$ cat src/rtl/lut_cfg_pkg.sv
// ============================================================================
// Module      : lut_cfg_pkg
// Description : Shared definitions for the LUT configuration loader. Holds the
//               loader FSM state encoding, the default chain chunk width and
//               helpers that derive chunks-per-word and words-per-load.
// Revision    : 1.0 - initial release
// ============================================================================
`default_nettype none

package lut_cfg_pkg;

    // Chunk width of the LUT configuration chain.
    localparam int DEFAULT_CONFIG_WIDTH = 8;

    typedef enum logic [2:0] {
        ST_IDLE  = 3'd0,
        ST_FETCH = 3'd1,
        ST_SHIFT = 3'd2,
        ST_CHECK = 3'd3,
        ST_DONE  = 3'd4
    } cfg_state_e;

    // Chunks carried by one host word.
    function automatic int calc_subs(input int in_width, input int cfg_width);
        return in_width / cfg_width;
    endfunction

    // Host words needed to fill the whole chain.
    function automatic int calc_nw(input int chain_words, input int subs);
        return chain_words / subs;
    endfunction

    // Counter width that never collapses to zero bits.
    function automatic int safe_clog2(input int n);
        return (n > 1) ? $clog2(n) : 1;
    endfunction

endpackage

`default_nettype wire

$ cat src/rtl/cfg_word_serializer.sv
// ============================================================================
// Module      : cfg_word_serializer
// Description : One-word holding register that slices a host word into
//               CONFIG_WIDTH chunks, LSB chunk first. The chunk register is
//               loaded straight from in_data on the accepting edge, so the
//               first chunk is presented the cycle after the handshake.
// Ports       : clk, rst_n      - clock, asynchronous active-low reset
//               accept_en      - upstream allows another word to be taken
//               in_valid/in_data/in_ready - word handshake
//               out_en/out_data - registered chunk stream
//               out_last       - the chunk presented now is the word's last
// Revision    : 1.0 - initial release
// ============================================================================
`default_nettype none

module cfg_word_serializer
    import lut_cfg_pkg::*;
#(
    parameter int CONFIG_WIDTH = DEFAULT_CONFIG_WIDTH,
    parameter int IN_WIDTH     = 32
) (
    input  logic                    clk,
    input  logic                    rst_n,
    input  logic                    accept_en,
    input  logic                    in_valid,
    input  logic [IN_WIDTH-1:0]     in_data,
    output logic                    in_ready,
    output logic                    out_en,
    output logic [CONFIG_WIDTH-1:0] out_data,
    output logic                    out_last
);

    localparam int SUBS  = calc_subs(IN_WIDTH, CONFIG_WIDTH);
    localparam int IDX_W = safe_clog2(SUBS);
    localparam logic [IDX_W-1:0] LAST_IDX = IDX_W'(SUBS - 1);

    logic [IN_WIDTH-1:0]     word_q, word_d;
    logic                    full_q, full_d;   // a chunk of word_q is on out_data
    logic [IDX_W-1:0]        chunk_idx_q, chunk_idx_d;
    logic [CONFIG_WIDTH-1:0] data_q, data_d;
    logic [IDX_W-1:0]        w_next_idx;
    logic                    w_last;
    logic                    w_take;

    assign w_last     = full_q && (chunk_idx_q == LAST_IDX);
    // Taking a new word while the last chunk is on the wire keeps the stream gapless.
    assign in_ready   = accept_en && (!full_q || w_last);
    assign w_take     = in_valid && in_ready;
    assign w_next_idx = chunk_idx_q + 1'b1;

    always_comb begin
        word_d      = word_q;
        full_d      = full_q;
        chunk_idx_d = chunk_idx_q;
        data_d      = data_q;
        if (w_take) begin
            word_d      = in_data;
            full_d      = 1'b1;
            chunk_idx_d = '0;
            data_d      = in_data[CONFIG_WIDTH-1:0];
        end else if (full_q && !w_last) begin
            chunk_idx_d = w_next_idx;
            data_d      = word_q[int'(w_next_idx) * CONFIG_WIDTH +: CONFIG_WIDTH];
        end else if (w_last) begin
            // Drained with nothing new: drop enable, keep the last chunk value.
            full_d = 1'b0;
        end
    end

    always_ff @(posedge clk or negedge rst_n) begin
        if (!rst_n) begin
            word_q      <= '0;
            full_q      <= 1'b0;
            chunk_idx_q <= '0;
            data_q      <= '0;
        end else begin
            word_q      <= word_d;
            full_q      <= full_d;
            chunk_idx_q <= chunk_idx_d;
            data_q      <= data_d;
        end
    end

    assign out_en   = full_q;
    assign out_data = data_q;
    assign out_last = w_last;

endmodule

`default_nettype wire

$ cat src/rtl/lut_config_loader.sv
// ============================================================================
// Module      : lut_config_loader
// Description : Loads the LUT configuration chain from a host word stream.
//               Each accepted word is serialised LSB chunk first onto
//               config_en/config_data; after CHAIN_WORDS chunks the load ends
//               with a one-cycle done pulse. Host words go far-end-first.
// Option      : LUT_CONFIG_CHECKSUM_EN - accept one extra word after the data
//               and compare it with the XOR of all data words; mismatch sets
//               err (sticky until the next start). Undefined: err is 0.
// Ports       : config_clk, config_rst_n (async active-low)
//               start, host_data/host_valid/host_ready (host side)
//               config_en, config_data (chain head), busy, done, err
// Revision    : 1.0 - initial release
// ============================================================================
`default_nettype none

module lut_config_loader
    import lut_cfg_pkg::*;
#(
    parameter int CONFIG_WIDTH = DEFAULT_CONFIG_WIDTH,
    parameter int IN_WIDTH     = 32,
    parameter int CHAIN_WORDS  = 16
) (
    input  logic                    config_clk,
    input  logic                    config_rst_n,
    input  logic                    start,
    input  logic [IN_WIDTH-1:0]     host_data,
    input  logic                    host_valid,
    output logic                    host_ready,
    output logic                    config_en,
    output logic [CONFIG_WIDTH-1:0] config_data,
    output logic                    busy,
    output logic                    done,
    output logic                    err
);

    localparam int SUBS   = calc_subs(IN_WIDTH, CONFIG_WIDTH);
    localparam int NW     = calc_nw(CHAIN_WORDS, SUBS);
    localparam int CNT_W  = safe_clog2(CHAIN_WORDS);
    localparam int WCNT_W = safe_clog2(NW + 1);
    localparam logic [CNT_W-1:0]  LAST_CHUNK = CNT_W'(CHAIN_WORDS - 1);
    localparam logic [WCNT_W-1:0] NW_W       = WCNT_W'(NW);

    cfg_state_e          state_q, state_d;
    logic [CNT_W-1:0]    chunk_cnt_q, chunk_cnt_d;
    logic [WCNT_W-1:0]   word_cnt_q, word_cnt_d;

    logic                w_accept_en;
    logic                w_ser_ready;
    logic                w_ser_en;
    logic                w_ser_last;
    logic [CONFIG_WIDTH-1:0] w_ser_data;
    logic                w_data_hs;
    logic                w_final;

`ifdef LUT_CONFIG_CHECKSUM_EN
    logic                err_q, err_d;
    logic [IN_WIDTH-1:0] csum_q, csum_d;
`endif

    // Data words are only taken while loading and until NW have been accepted.
    assign w_accept_en = ((state_q == ST_FETCH) || (state_q == ST_SHIFT)) &&
                         (word_cnt_q < NW_W);
    assign w_data_hs   = host_valid && w_ser_ready;
    // The chunk on the wire now is the last one the chain needs.
    assign w_final     = w_ser_en && (chunk_cnt_q == LAST_CHUNK);

    cfg_word_serializer #(
        .CONFIG_WIDTH (CONFIG_WIDTH),
        .IN_WIDTH     (IN_WIDTH)
    ) u_serializer (
        .clk       (config_clk),
        .rst_n     (config_rst_n),
        .accept_en (w_accept_en),
        .in_valid  (host_valid),
        .in_data   (host_data),
        .in_ready  (w_ser_ready),
        .out_en    (w_ser_en),
        .out_data  (w_ser_data),
        .out_last  (w_ser_last)
    );

    always_comb begin
        state_d     = state_q;
        chunk_cnt_d = chunk_cnt_q;
        word_cnt_d  = word_cnt_q;
`ifdef LUT_CONFIG_CHECKSUM_EN
        err_d       = err_q;
        csum_d      = csum_q;
`endif
        if (w_data_hs) begin
            word_cnt_d = word_cnt_q + 1'b1;
`ifdef LUT_CONFIG_CHECKSUM_EN
            csum_d     = csum_q ^ host_data;
`endif
        end
        // Saturates at the last chunk; the FSM leaves SHIFT on that cycle.
        if (w_ser_en && !w_final) begin
            chunk_cnt_d = chunk_cnt_q + 1'b1;
        end

        case (state_q)
            ST_IDLE: begin
                if (start) begin
                    state_d     = ST_FETCH;
                    chunk_cnt_d = '0;
                    word_cnt_d  = '0;
`ifdef LUT_CONFIG_CHECKSUM_EN
                    err_d       = 1'b0;
                    csum_d      = '0;
`endif
                end
            end
            ST_FETCH: begin
                if (w_data_hs) begin
                    state_d = ST_SHIFT;
                end
            end
            ST_SHIFT: begin
                if (w_final) begin
`ifdef LUT_CONFIG_CHECKSUM_EN
                    state_d = ST_CHECK;
`else
                    state_d = ST_DONE;
`endif
                end else if (w_ser_last && !w_data_hs) begin
                    state_d = ST_FETCH;
                end
            end
            ST_CHECK: begin
`ifdef LUT_CONFIG_CHECKSUM_EN
                if (host_valid) begin
                    err_d   = (host_data != csum_q);
                    state_d = ST_DONE;
                end
`else
                state_d = ST_IDLE;
`endif
            end
            ST_DONE: begin
                state_d = ST_IDLE;
            end
            default: begin
                state_d = ST_IDLE;
            end
        endcase
    end

    always_ff @(posedge config_clk or negedge config_rst_n) begin
        if (!config_rst_n) begin
            state_q     <= ST_IDLE;
            chunk_cnt_q <= '0;
            word_cnt_q  <= '0;
`ifdef LUT_CONFIG_CHECKSUM_EN
            err_q       <= 1'b0;
            csum_q      <= '0;
`endif
        end else begin
            state_q     <= state_d;
            chunk_cnt_q <= chunk_cnt_d;
            word_cnt_q  <= word_cnt_d;
`ifdef LUT_CONFIG_CHECKSUM_EN
            err_q       <= err_d;
            csum_q      <= csum_d;
`endif
        end
    end

    assign busy        = (state_q == ST_FETCH) || (state_q == ST_SHIFT) ||
                         (state_q == ST_CHECK);
    assign done        = (state_q == ST_DONE);
    assign config_en   = w_ser_en;
    assign config_data = w_ser_data;

`ifdef LUT_CONFIG_CHECKSUM_EN
    // The checksum word bypasses the serializer so it never reaches the chain.
    assign host_ready  = w_ser_ready || (state_q == ST_CHECK);
    assign err         = err_q;
`else
    assign host_ready  = w_ser_ready;
    assign err         = 1'b0;
`endif

endmodule

`default_nettype wire
$ cat config.mk
export PLATFORM = sky130hd
export DESIGN_NAME = lut_config_loader
export DESIGN_NICKNAME = d
export VERILOG_FILES = /design/src/rtl/lut_cfg_pkg.sv /design/src/rtl/cfg_word_serializer.sv /design/src/rtl/lut_config_loader.sv
export SDC_FILE = /design/constraint.sdc
export NUM_CORES = 1
export LEC_CHECK = 0
export CORE_MARGIN = 8
export CORE_UTILIZATION = 45
export CTS_CLUSTER_DIAMETER = 50
export CTS_CLUSTER_SIZE = 30
export DETAILED_ROUTE_END_ITERATION = 16
export PLACE_DENSITY_LB_ADDON = 0.08
export SLEW_MARGIN = 10
export SYNTH_ARGS = -nofsm -noshare
export SYNTH_HDL_FRONTEND = slang
export SYNTH_SLANG_ARGS = --single-unit
$ cat constraint.sdc
create_clock -name config_clk -period 2.2 [get_ports config_clk]
set_clock_uncertainty 0.1 [all_clocks]
set_input_delay 0.44 -clock config_clk [delete_from_list [all_inputs] [get_ports config_clk]]
set_output_delay 0.44 -clock config_clk [all_outputs]
set_load 0.02 [all_outputs]
==> impl_metrics.py, run 1 <==
# Flow results
metrics = {
    "status": {
        "status": "complete, no violations",
    },
    "flow_run": {
        "maxCapViolCount": 0,
        "tool_warnings": 26,
    },
    "setup_path": {
        "worstRegToRegCells": 7,
        "endpoint": "busy",
        "setup.worst_path.class": "reg2out",
        "worst_ep_required_time_ps": 1660,
        "startpoint": "state_q[2]",
        "timing.rr.start": "u_serializer.chunk_idx_q[0]",
        "cp_num_cells": 3,
        "end_kind": "primary output",
        "crit_chain": "buf_4 -> nor2_1 -> clkdlybuf4s50_1",
        "r2r-end": "u_serializer.chunk_idx_q[0]",
    },
    "global_route": {
        "antenna_found_initial": 0,
        "grt_start_max_net_pins": 47,
        "grtUsageMet1_pct": 17.4,
        "grt_pass1_wl_mm": 9.46,
    },
    "clocking": {
        "post_cts_buffers": 0,
        "clock_path_buffers": 2,
        "clock-sinks": 53,
        "root_buffer": "clkbuf_8",
        "htreeDepth": 2,
    },
    "place": {
        "numPortBuffers": 47,
        "place_ws_ps": 156,
        "place_area_um2": 3050,
    },
    "sta": {
        "max_freq_mhz": 475,
        "fin_crit_ps": 2100,
        "hold_violations": 0,
    },
    "layout": {
        "antenna_cells": 0,
        "lay_top_count": "nand2_1",
        "final_layout_size_suffix_gt1_share_pct": 12.2,
        "finalNonFillerCells": 383,
        "utilization_pct": 57.8,
        "final_cell_mix": "nand2_1, dfrtp_1, clkdlybuf4s50_1, nor2_1, buf_4",
    },
    "logic_synthesis": {
        "synth_area_leader_cell": "dfrtp_1",
        "yosys.stat.seqShare_pct": 52.3,
        "synth_area_per_cell_um2": 9.71,
        "ys_sh_xor_pct": 2.12,
        "ys_sh_aoi_pct": 4.44,
        "topCombFamilyByArea": "simple AND/OR/NAND/NOR gates",
        "netlist_area_um2": 2530,
        "ff_type": "dfrtp_1",
        "synth_cell_type_count": 37,
        "edf_count": 0,
    },
    "worst_hold_path": {
        "hold_depth": 2,
    },
    "route": {
        "route.detailed.drc": 0,
        "vias_per_cell": 4.96,
        "wl_met2_mm": 2.63,
        "antenna_left": 0,
        "wl_per_cell_um": 14.1,
        "wl_met3_um": 202,
        "wl_mm": 5.41,
    },
    "floorplan": {
        "die_h_um": 91.0,
        "num_rows": 27,
        "die_x_um": 91.0,
    },
}
run 1: state kept, by name, indices dropped and copies added (netlist names):
signal and count:
u_serializer.out_data 8, u_serializer.word_q 32, chunk_cnt_q 4, state_q 3, u_serializer.out_en 1, word_cnt_q 3
u_serializer.chunk_idx_q 2
run 1: where the power goes:
group	internal (mW)	switching (mW)	total, mW
Combinational	1.07	1.17	2.24
Clock	0.249	0.302	0.552
Sequential	1.43	0.271	1.70
run 1: layout make-up:
type | instances | area (um2) | area share (%)
Clock buffer | 6 | 82.6 | 2.61
Timing Repair Buffer | 61 | 596 | 18.8
Tap cell | 72 | 90.1 | 2.85
Multi-Input combinational cell | 190 | 1060 | 33.5
Clock inverter | 1 | 7.51 | 0.237
Sequential cell | 53 | 1330 | 42.0
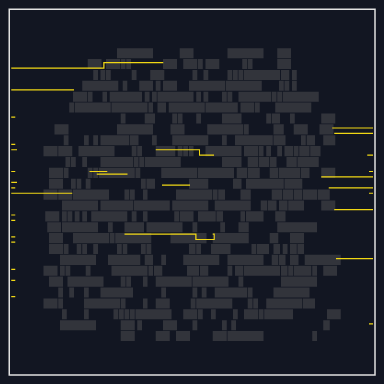
**Above:** run 1 (M3 wires).
Drawn at 4 px/um.
The wires run mostly horizontal. The layer carries 203 um of wire.
routed via count: 1898
M3 GR Usage: 3.54%

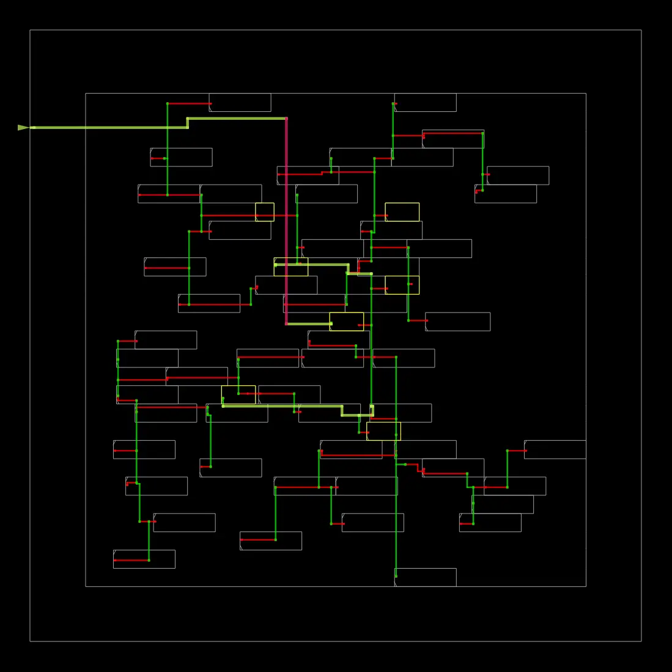
**Above:** run 1 (clock routing).
clock buffer count in the final layout: 6
FF+latch count: 53
Latency at later pin: 300 ps
power in the clock group: 0.552 mW

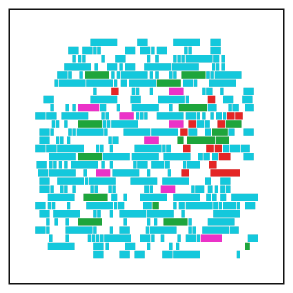
**Above:** run 1 (cells by drive strength).
Drawn at 3 px/um.
Red shows drive 3 to 4, cells 14. Cyan shows drive 1 or less, cells 273. Magenta shows drive 6 and up, cells 8. Green shows drive 2, cells 16.
cell area after layout: 3170 um2
final worst setup slack: 95.5 ps
Non-clk bufs: 61
Area growth syn-to-layout: 24.9%

--- run 2 (diff from run 1) ---
- DONT_BUFFER_PORTS: default -> 1
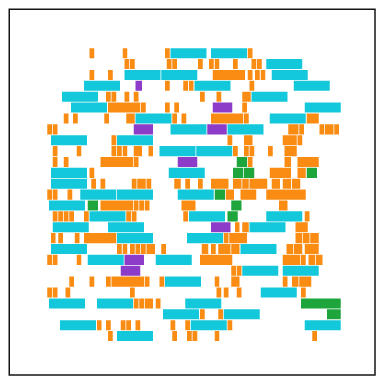
**Above:** run 2 (placement by cell class).
Drawn at 4 px/um.
Orange shows all other logic, cells 190. Green shows other buffers and delay cells, cells 10. Purple shows clock drivers and dummy loads, cells 8. Cyan shows flip-flops, cells 53.
Seq/total area: 49.6%
cell area after layout: 2680 um2
FP Rows: 27
Core ar.: 5470 um2

==> run 2 against run 1 <==
Against the previous run:
- global-route usage down 0.89 points
- cell count decreased by 13%
- die area stayed put
- total power down 6.8%
- critical path depth stayed put
- synthesized area is the same
- sequential power rose by 7%
==> impl_metrics.py, run 2 <==
# Flow results
metrics = {
    "status": {
        "status": "complete, no violations",
    },
    "setup_path": {
        "max_stage_delay_ps": 390,
        "timing.rr.start": "u_serializer.chunk_idx_q[0]",
        "setup.worst_path.class": "reg2out",
        "worst_ep_required_time_ps": 1660,
        "crit_chain": "ha_1 -> nand2b_1 -> and3_1",
        "worstRegToRegCells": 6,
        "end_kind": "primary output",
        "slowest_stage": "dfrtp_1",
    },
    "global_route": {
        "grt_pass1_wl_mm": 8.73,
        "antenna_found_initial": 0,
        "busiest_layer": "met2",
        "grt_start_max_net_pins": 54,
        "grtUsageMet1_pct": 15.8,
        "use_met3_pct": 5.76,
    },
    "layout": {
        "dominant-cell-class": "sequential cells",
        "largest_register_ffs": 32,
        "utilization_pct": 48.9,
        "flop_area_um2": 1330,
        "clk_share_pct": 3.79,
        "comb_area_um2": 1060,
        "logic_gate_count": 190,
        "lay_top_count": "nand2_1",
        "sh_comb_area_pct": 39.6,
        "buf_share_pct": 3.65,
        "inv_count": 0,
        "finalNonFillerCells": 333,
        "buffers": 10,
        "final_cell_mix": "nand2_1, dfrtp_1, nor2_1",
        "flop-count": 53,
        "largest_register": "u_serializer.word_q",
        "final.clkbuf_count": 7,
        "antenna_cells": 0,
        "syn_to_final_growth_pct": 5.63,
        "final_layout_size_suffix_gt1_share_pct": 12.3,
    },
    "route": {
        "wl_mm": 5.19,
        "vias_per_cell": 5.08,
        "wl_met3_um": 361,
        "wl_per_cell_um": 15.6,
        "route.detailed.drc": 0,
        "wl_met2_mm": 2.46,
        "antenna_left": 0,
        "num_vias": 1690,
    },
    "pwr": {
        "seq_cell_power_mw": 1.82,
        "switchingPower_mw": 1.68,
        "p_seq_share_pct": 43.5,
        "pg_comb_mw": 1.78,
        "p_sw_share_pct": 40.1,
        "p_int_mw": 2.51,
        "p_clk_mw": 0.588,
        "maxPowerGroup": "registers",
        "comb_power_share_pct": 42.5,
        "clockPowerShare_pct": 14.0,
    },
    "place": {
        "place_congestion": 0.726,
        "place_area_um2": 2540,
        "numPortBuffers": 0,
        "place_ws_ps": 398,
        "hpwl_mm": 3.54,
    },
    "logic_synthesis": {
        "edf_count": 0,
        "netlist_area_um2": 2530,
        "yosysTopAreaCellShare_pct": 52.3,
        "topCombFamilyByArea": "simple AND/OR/NAND/NOR gates",
        "ys_ff": 53,
        "ys_sh_xor_pct": 2.12,
        "synth_area_leader_cell": "dfrtp_1",
        "synth_cell_type_count": 37,
        "yosysWarnings": 0,
        "ff_type": "dfrtp_1",
        "synth_area_per_cell_um2": 9.71,
        "syn_inst": 261,
        "yosys.stat.seqShare_pct": 52.3,
        "ys_sh_aoi_pct": 4.44,
    },
    "sta": {
        "max_freq_mhz": 501,
        "whs_ps": 138,
        "tns_ps": 0,
        "fin_crit_ps": 2000,
        "hold_violations": 0,
        "fin_ws_ps": 204,
    },
    "floorplan": {
        "die_h_um": 91.0,
        "tap_cells": 72,
        "die_x_um": 91.0,
    },
    "flow_run": {
        "maxCapViolCount": 0,
        "tool_warnings": 26,
    },
    "clocking": {
        "clock_latency_ps": 300,
        "root_buffer": "clkbuf_8",
        "clock_path_buffers": 2,
        "clock-sinks": 53,
        "htreeDepth": 2,
    },
    "worst_hold_path": {
        "hold_depth": 2,
    },
}
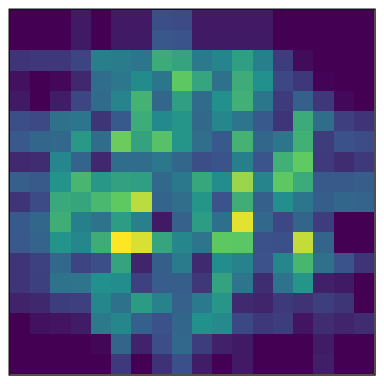
**Above:** run 2 (signal metal coverage by tile).
Drawn at 4 px/um. The die is cut into 18 by 18 equal tiles; dark purple is low, yellow is high, scaled to the fullest tile. Values are wire area over tile area, all layers added.
17% of the tiles are nearly empty. The mean over all tiles is 0.099. The densest ninth of the die: centre. 17% of the tiles are over half the peak. The fullest tile reaches 0.35. The emptiest ninth of the die: north-east.

run 2: cell counts after synthesis:
No cell type changed its count.
run 2: worst max-delay path by stage:
| stage | from | endpoint | slack, ps | cells after the start |
|---|---|---|---|---|
| 4_1_cts | u_serializer.chunk_idx_q[0] | host_ready | 190 | 3 |
| 2_1_floorplan | u_serializer.out_en | host_ready | 390 | 4 |
| 3_5_place_dp | u_serializer.chunk_idx_q[0] | u_serializer.word_q[18] | 400 | 6 |
| 5_1_grt | u_serializer.chunk_idx_q[1] | host_ready | 110 | 3 |
| 3_3_place_gp | u_serializer.chunk_idx_q[0] | u_serializer.word_q[12] | 430 | 6 |
| 6_report | u_serializer.chunk_idx_q[0] | host_ready | 200 | 3 |
run 2: timing repair:
item | in CTS | in global routing
hold buffers | 2 | 0
hold endpoints to repair | 53 | 0
buffers inserted | 0 | 0
--- run 3 (diff from run 2) ---
- SLEW_MARGIN: 10 -> default
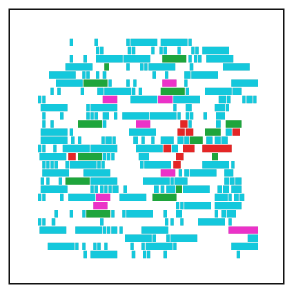
**Above:** run 3 (cells by drive strength).
Drawn at 3 px/um.
Cyan shows drive 1 or less, cells 229. Green shows drive 2, cells 14. Magenta shows drive 6 and up, cells 8. Red shows drive 3 to 4, cells 10.

==> run 3 against run 2 <==
Against the previous run:
- worst setup slack unchanged
- worst hold slack unchanged
- final area unchanged
- critical endpoint unchanged
==> impl_metrics.py, run 3 <==
# Flow results
metrics = {
    "status": {
        "status": "complete, no violations",
    },
    "setup_path": {
        "timing.rr.start": "u_serializer.chunk_idx_q[0]",
        "endpoint": "host_ready",
        "worst_ep_required_time_ps": 1660,
        "max_stage_delay_ps": 390,
        "startpoint": "u_serializer.chunk_idx_q[0]",
        "worstRegToRegCells": 6,
    },
    "route": {
        "wl_per_cell_um": 15.6,
        "route.detailed.drc": 0,
        "vias_per_cell": 5.08,
        "antenna_left": 0,
        "wl_met3_um": 361,
    },
    "clocking": {
        "htreeDepth": 2,
        "clock-sinks": 53,
        "clock_latency_ps": 300,
        "root_buffer": "clkbuf_8",
        "clock_path_buffers": 2,
    },
    "floorplan": {
        "coreArea_um2": 5470,
        "die_h_um": 91.0,
    },
    "global_route": {
        "grt_start_max_net_pins": 54,
        "grt_pass1_wl_mm": 8.73,
        "busiest_layer": "met2",
    },
    "logic_synthesis": {
        "netlist_area_um2": 2530,
        "syn_inst": 261,
        "synth_cell_type_count": 37,
        "synth_area_leader_cell": "dfrtp_1",
        "yosys.stat.seqShare_pct": 52.3,
        "edf_count": 0,
        "ys_ff": 53,
        "synth_area_per_cell_um2": 9.71,
    },
    "place": {
        "hpwl_mm": 3.54,
        "place_congestion": 0.726,
        "place_area_um2": 2540,
        "numPortBuffers": 0,
    },
    "pwr": {
        "p_int_mw": 2.51,
        "p_clk_mw": 0.588,
        "clockPowerShare_pct": 14.0,
        "p_seq_share_pct": 43.5,
        "comb_power_share_pct": 42.5,
    },
    "layout": {
        "utilization_pct": 48.9,
        "largest_register": "u_serializer.word_q",
        "antenna_cells": 0,
        "final_layout_size_suffix_gt1_share_pct": 12.3,
        "stdcell_area_um2": 2680,
        "largest_register_ffs": 32,
        "lay_top_count": "nand2_1",
    },
    "sta": {
        "fin_crit_ps": 2000,
    },
    "flow_run": {
        "tool_warnings": 26,
        "maxCapViolCount": 0,
    },
}
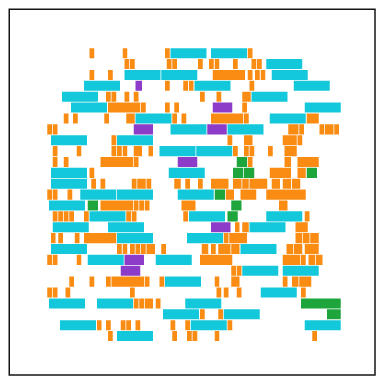
**Above:** run 3 (placement by cell class).
Drawn at 4 px/um.
Green shows other buffers and delay cells, cells 10. Orange shows all other logic, cells 190. Purple shows clock drivers and dummy loads, cells 8. Cyan shows flip-flops, cells 53.

run 3: cell counts in the layout (fill, tap and decap cells not counted):
No cell type changed its count.
run 3: cell type report:
class | count | area (um2)
Clock inverter | 1 | 5.00
Clock buffer | 7 | 96.3
Timing Repair Buffer | 10 | 97.6
Tap cell | 72 | 90.1
Fill cell | 537 | 2800
Multi-Input combinational cell | 190 | 1060
Sequential cell | 53 | 1330
run 3: cell families after synthesis:
kind of cell	after synthesis	synth area share [%]
muxes	9	7.51
and+or+nand+nor	156	26.2
adders and majority gates	3	1.48
DFF	53	52.3
buffers and inverters	18	5.78
xor gates and xnor gates	4	2.12
other	1	0.148
AOI/OAI and AO/OA	17	4.44
run 3: what timing repair did:
action                                 CTS  global route
hold buffers                             2             0
buffers inserted                         0             0
endpoints found under the hold margin   53             0
No activity file was given, so power comes from the tool's default toggle rates.
